run_1/clock_map.png
Scale: 6 px per um.
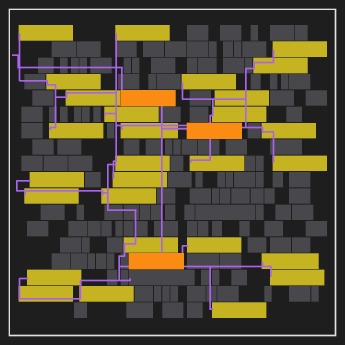
run_1/final_clocks.png
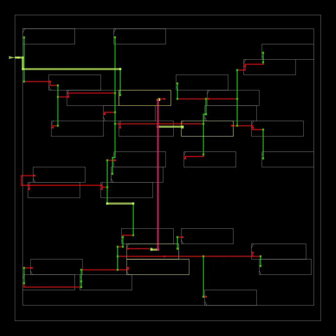
run_1/met1.png
Scale: 4 px per um. Supply wires on this layer in gray.
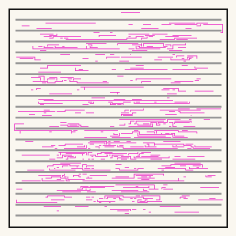
run_1/density.png
Scale: 6 px per um. 11 x 11 tiles, from white (low) to dark blue (high), 0 to 100% covered.
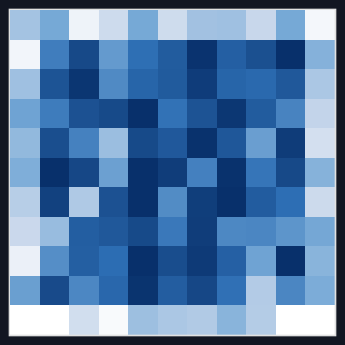
Design kf76489_write_sequencer, sky130hd; sources not shown.
==> flow_summary.ini, run 1 <==
; generated from flow reports
[synth]
synthArstFlopShare_pct = 100
synth_cell_types = 41
logic_family = simple AND/OR/NAND/NOR gates
ys_sh_mux_pct = 8.96
synthDominantCellAreaShare_pct = 43.6
syn-cell-area_sq_um = 1490
yosysTopAreaCell = dfrtp_1
syn-num-nets = 167
synthCells = 149
edf_count = 0
ys.warnings.count = 0
synthXorXnorAreaFrac_pct = 0.586
numSynthFlops = 28
ys_seq_share_pct = 47.1
compound_area_share_pct = 19.0

[global_route]
antenna_found_initial = 0
grt_pass1_vias = 1181
grtUsageTotal_pct = 26.2
overflow = 0

[sta]
tightestPinTransition_ns = 1.48
max_freq_ghz = 0.293
tns_ns = 0
rsz0062_at_grt = false
drv_slew = 0
post-route-period-util_pct = 73.4
hold_viol = 0

[power_and_ir_drop]
p_per_area_nw_per_um2 = 687
power_leakage_uw = 0.000791
vdd_drop_max_mv = 0.524

[cells_and_area]
seqCellArea_sq_um = 703
comb_area_sq_um = 737
drive_gt1_share_pct = 14.2
final_cells = 206
fill_cells = 192
fin_nets = 195
final_area_sq_um = 1900
diodes = 0

[hold_path]
hp-class = reg2reg
holdPathStages = 2

[status]
outcome = finished, final reports clean

[cts]
cts.sinks = 28
postCtsHoldBufs = 0
clock-root-buffer = clkbuf_16
ctsLongestPathBuffers = 2
cts_max_level = 1
path_clk_slew_ns = 0.07

[floorplan]
ios = 29
die_w_um = 54.1
die_h_um = 54.1
num_rows = 18

[placed_design]
portBuffers = 28
dp.final_hpwl_um = 2340
place_inst = 202

[detailed_routing]
wl_per_cell_um = 16.1
first_pass_iters = 4
vias_per_cell = 6.30
drc = 0

[worst_setup_path]
critPathLaunchType = flip-flop
path_max_fanout = 16
arrival_ns = 2.02
reg2reg_slack_ns = 2.23
rr_worst_depth = 6
required_ns = 3.25
crit_type = reg2out

[run]
maxCapViolations = 0
Back to the opening pictures, clock_map.png:
[yellow] flip-flops | count: 28
[orange] cells driving clock nets | count: 3
[purple] clock wires | length: 309 um
flops lie: all over the die
routed clock nets: 4
Setup Skew: 0.00248 ns
Clock net power: 255 uW

Back to the opening pictures, final_clocks.png:
CTS buffer count: 3
CLK BUF: 3
Insertion Delay late pin: 0.26 ns

Back to the opening pictures, met1.png:
longest straight run: 32.2 um
nets with wire on the layer: 173
main direction: horizontal
share of all routed wire: 41%
Total Wirelength: 3320 um
met1 usage: 35.3%

Back to the opening pictures, density.png:
mean over tiles: 64%
tiles over 75% full: 46%
fullest tile: 100%
nearly empty tiles: 3.3%
final core utilization: 75.2%
core area: 2520 sq um
FP Core Util: 59.2%

## run 1: routing by layer
| metal | GRT usage, % | up-vias | share of wire (%) |
|---|---|---|---|
| met5 | 0 | - | 0 |
| met4 | 6.84 | 0 | 1.0 |
| met3 | 4.24 | 5 | 7.7 |
| met2 | 43.6 | 67 | 51 |
| met1 | 35.3 | 633 | 41 |
| li1 | - | 593 | - |
## run 1: critical path: stages (launching register included)
cell and delay (ns):
dfrtp_1 0.54, or3_1 0.49, inv_1 0.17, clkdlybuf4s50_1 0.56
## run 1: area by class of cell
cell class / count / share of cell area (%)
well taps: 30 / 1.98
clock inverters: 1 / 1.58
repair buffers: 30 / 15.4
multi-input cells: 108 / 38.9
flip-flops and latches: 28 / 37.1
inverters: 6 / 1.19
clock buffers: 3 / 3.96
## run 1: cell usage in the layout (no fill, tap or decap), types with 2 or more instances in the layout
| master | count |
|---|---|
| nor2b_1 | 2 |
| nor4b_2 | 2 |
| o311ai_0 | 2 |
| nand3_1 | 4 |
| a211oi_1 | 7 |
| clkbuf_16 | 3 |
| dfrtp_1 | 26 |
| mux2_2 | 11 |
| clkdlybuf4s50_1 | 27 |
| or3b_2 | 2 |
| nor3_1 | 4 |
| dfstp_2 | 2 |
| nor2_1 | 8 |
| a21oi_1 | 4 |
| or3_1 | 3 |
| o32ai_1 | 3 |
| nand2_1 | 26 |
| a22o_1 | 2 |
| o21ai_0 | 8 |
| inv_1 | 6 |
## run 1: stage by stage
step,total power [uW],hold slack (ns)
2_1_floorplan,838,0.435
3_3_place_gp,1020,0.446
3_5_place_dp,1050,0.457
4_1_cts,1310,0.472
5_1_grt,1400,0.509
6_report,1300,0.469
## run 1: where the power goes
part / switching, uW / internal, uW
logic: 291 / 296
registers: 106 / 356
clock network: 83.4 / 171
total: 480 / 824
run_1/met3.png
Scale: 8 px per um. Cells faint in the background.
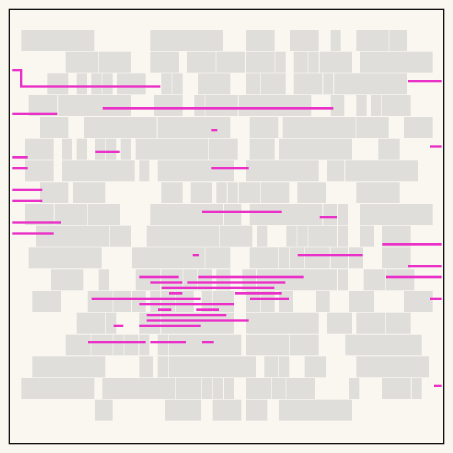

==> run 1 -> run 2 <==
--- a/config.mk
+++ b/config.mk
@@ -5,12 +5,12 @@
 export SDC_FILE = /design/constraint.sdc
 export NUM_CORES = 1
 export LEC_CHECK = 0
-export CORE_UTILIZATION = 55
+export CORE_UTILIZATION = 51
 export CTS_BUF_LIST = sky130_fd_sc_hd__clkbuf_16
 export CTS_CLUSTER_DIAMETER = 50
 export DETAILED_ROUTE_END_ITERATION = 16
 export HOLD_SLACK_MARGIN = 0.1
-export PLACE_DENSITY = 0.81
+export PLACE_DENSITY = 0.76
 export RECOVER_POWER = 25
 export SLEW_MARGIN = 20
 export SYNTH_ARGS = -nofsm -noshare
==> constraint.sdc (replaced) <==
create_clock -name clock -period 3.49 [get_ports clock]
set_input_delay 1.047 -clock clock [delete_from_list [all_inputs] [get_ports clock]]
set_output_delay 1.047 -clock clock [all_outputs]
set_load 0.01 [all_outputs]
run_2/met3.png
Scale: 8 px per um. Cells faint in the background.
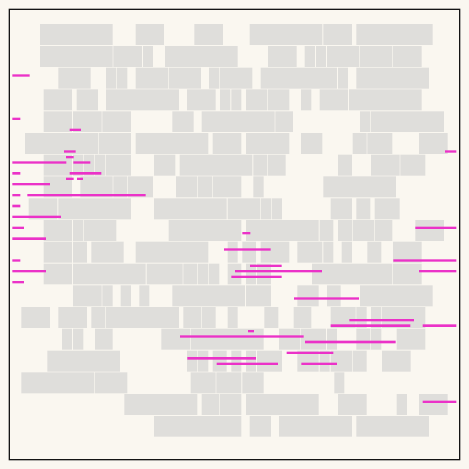
main direction: horizontal
wire length on this layer: 185 um
Vias: 1,304
Total Wirelength: 3500 um

==> flow_summary.ini, run 2 <==
; generated from flow reports
[global_route]
grt_pass1_vias = 1285
antenna_found_initial = 0
grtUsageTotal_pct = 24.1
overflow = 0

[worst_setup_path]
arrival_ns = 2.02
reg2reg_slack_ns = 1.08
rr_worst_depth = 6
path_max_fanout = 16
critPathLaunchType = flip-flop
crit_type = reg2out
path_cells = or3_1 > inv_1 > clkdlybuf4s50_1
critPathMaxStageDelay_ns = 0.56
slowest_stage = dfrtp_1
required_ns = 2.44

[synth]
ys.warnings.count = 0
yosys-top-cells-count = dfrtp_1 (26), nand2_1 (26), mux2_2 (11)
synthCells = 149
synthDominantCellAreaShare_pct = 43.6
synth.avg_cell_area_sq_um = 10.0
synth.area.top_cells = dfrtp_1 (44%), mux2_2 (8.3%), nand2_1 (6.5%), a211oi_1 (3.5%), dfstp_2 (3.5%)
synthArstFlopShare_pct = 100
ys_seq_share_pct = 47.1
numSynthFlops = 28
syn-num-nets = 167
syn-cell-area_sq_um = 1490
yosysTopAreaCell = dfrtp_1
synth_cell_types = 41
edf_count = 0

[status]
violations = max-capacitance violations, max-slew violations
outcome = finished, violations left

[detailed_routing]
vias_per_cell = 6.21
ant_nets = 0
first_pass_iters = 4
drc = 0
wl_per_cell_um = 16.6

[sta]
rsz0062_at_grt = false
tns_ns = 0
max_freq_ghz = 0.326
drv_slew = 29
post-route-period-util_pct = 87.8
hold_viol = 0
tightestPinTransition_ns = 1.55
fin_skew_ns = 0.00511

[run]
warnings = 26
maxCapViolations = 1

[hold_path]
hp-class = reg2reg
holdPathStages = 2

[floorplan]
core_sq_um = 2760
num_rows = 19
die_h_um = 56.1
floorplanUtilization_pct = 54.2
die_w_um = 56.1
ios = 29

[cts]
cts_buffers = 3
clk_latency_ns = 0.26
cts.sinks = 28
clock-root-buffer = clkbuf_16
path_clk_slew_ns = 0.07
cts_max_level = 1
ctsLongestPathBuffers = 2
postCtsHoldBufs = 0

[cells_and_area]
fin_nets = 198
final_cell_mix = clkdlybuf4s50_1 (27), nand2_1 (26), dfrtp_1 (26), mux2_2 (11)
diodes = 0
final_area_sq_um = 1920
lay_top_count = clkdlybuf4s50_1
drive_gt1_share_pct = 15.6

[power_and_ir_drop]
p_clk_share_pct = 19.5
power_leakage_uw = 0.000804
p_per_area_nw_per_um2 = 915
combPwrFrac_pct = 45.3
pwr-share-seq_pct = 35.1
switching_share_pct = 36.9
vdd_drop_max_mv = 0.622
switchingPower_uw = 649
p_int_uw = 1110

[placed_design]
portBuffers = 28
dp.final_hpwl_um = 2460
==> run 2: netlist changes by cell type in the layout (fill, tap and decap cells not counted) <==
cell	before	now
buf_4	1	4
==> run 2: cell families (layout without fill, tap and decap cells) <==
group           count (synthesis)  in the layout  synth area share [%]
simple gates                   57             57                  19.9
compound gates                 37             37                  19.0
flops                          28             28                  47.1
buf+inv                        13             43                  3.60
mux                            12             12                  8.96
fa+ha+maj                       1              1                 0.837
xor+xnor                        1              1                 0.586
==> run 2: cell type report <==
class,instances,area [sq um]
multi-input combinational,108,737
tap,31,38.8
clock inverter,1,30.0
inverter,6,22.5
clock buffer,3,75.1
sequential,28,703
timing repair buffer,33,314
fill,217,837
==> run 2: power groups by stage <==
stage | Clock (uW) | Sequential, uW | Combinational, uW
4_1_cts | 346 | 615 | 797
3_3_place_gp | 0 | 609 | 765
2_1_floorplan | 0 | 585 | 532
5_1_grt | 357 | 635 | 878
6_report | 344 | 617 | 797
3_5_place_dp | 0 | 619 | 791
==> run 2: routing by layer <==
layer	wire length [um]	vias to the layer above	track usage, %
met4	37	0	8.36
met3	185	10	2.09
li1	-	610	-
met5	0	-	0
met1	1590	627	33.9
met2	1690	57	39.1
==> run 2: stage by stage <==
stage | cells | hold WS [ns] | total power (uW) | utilization [%] | worst slack, ns
floorplan | 149 | 0.435 | 1120 | - | 1.13
global route | 210 | 0.511 | 1870 | 69.6 | 0.370
detailed placement | 206 | 0.456 | 1410 | 66.0 | 0.515
CTS | 210 | 0.476 | 1760 | 69.8 | 0.446
global placement | 206 | 0.446 | 1370 | 66.0 | 0.605
finish | 210 | 0.471 | 1760 | 69.6 | 0.427
==> run 2: worst max-delay path: cells and delay by family (launching register included) <==
family                 cells  cell delay [ns]
and+or+nand+nor            1             0.50
DFF                        1             0.56
buffers and inverters      2             0.70
Power is estimated from default activity; no workload was simulated.
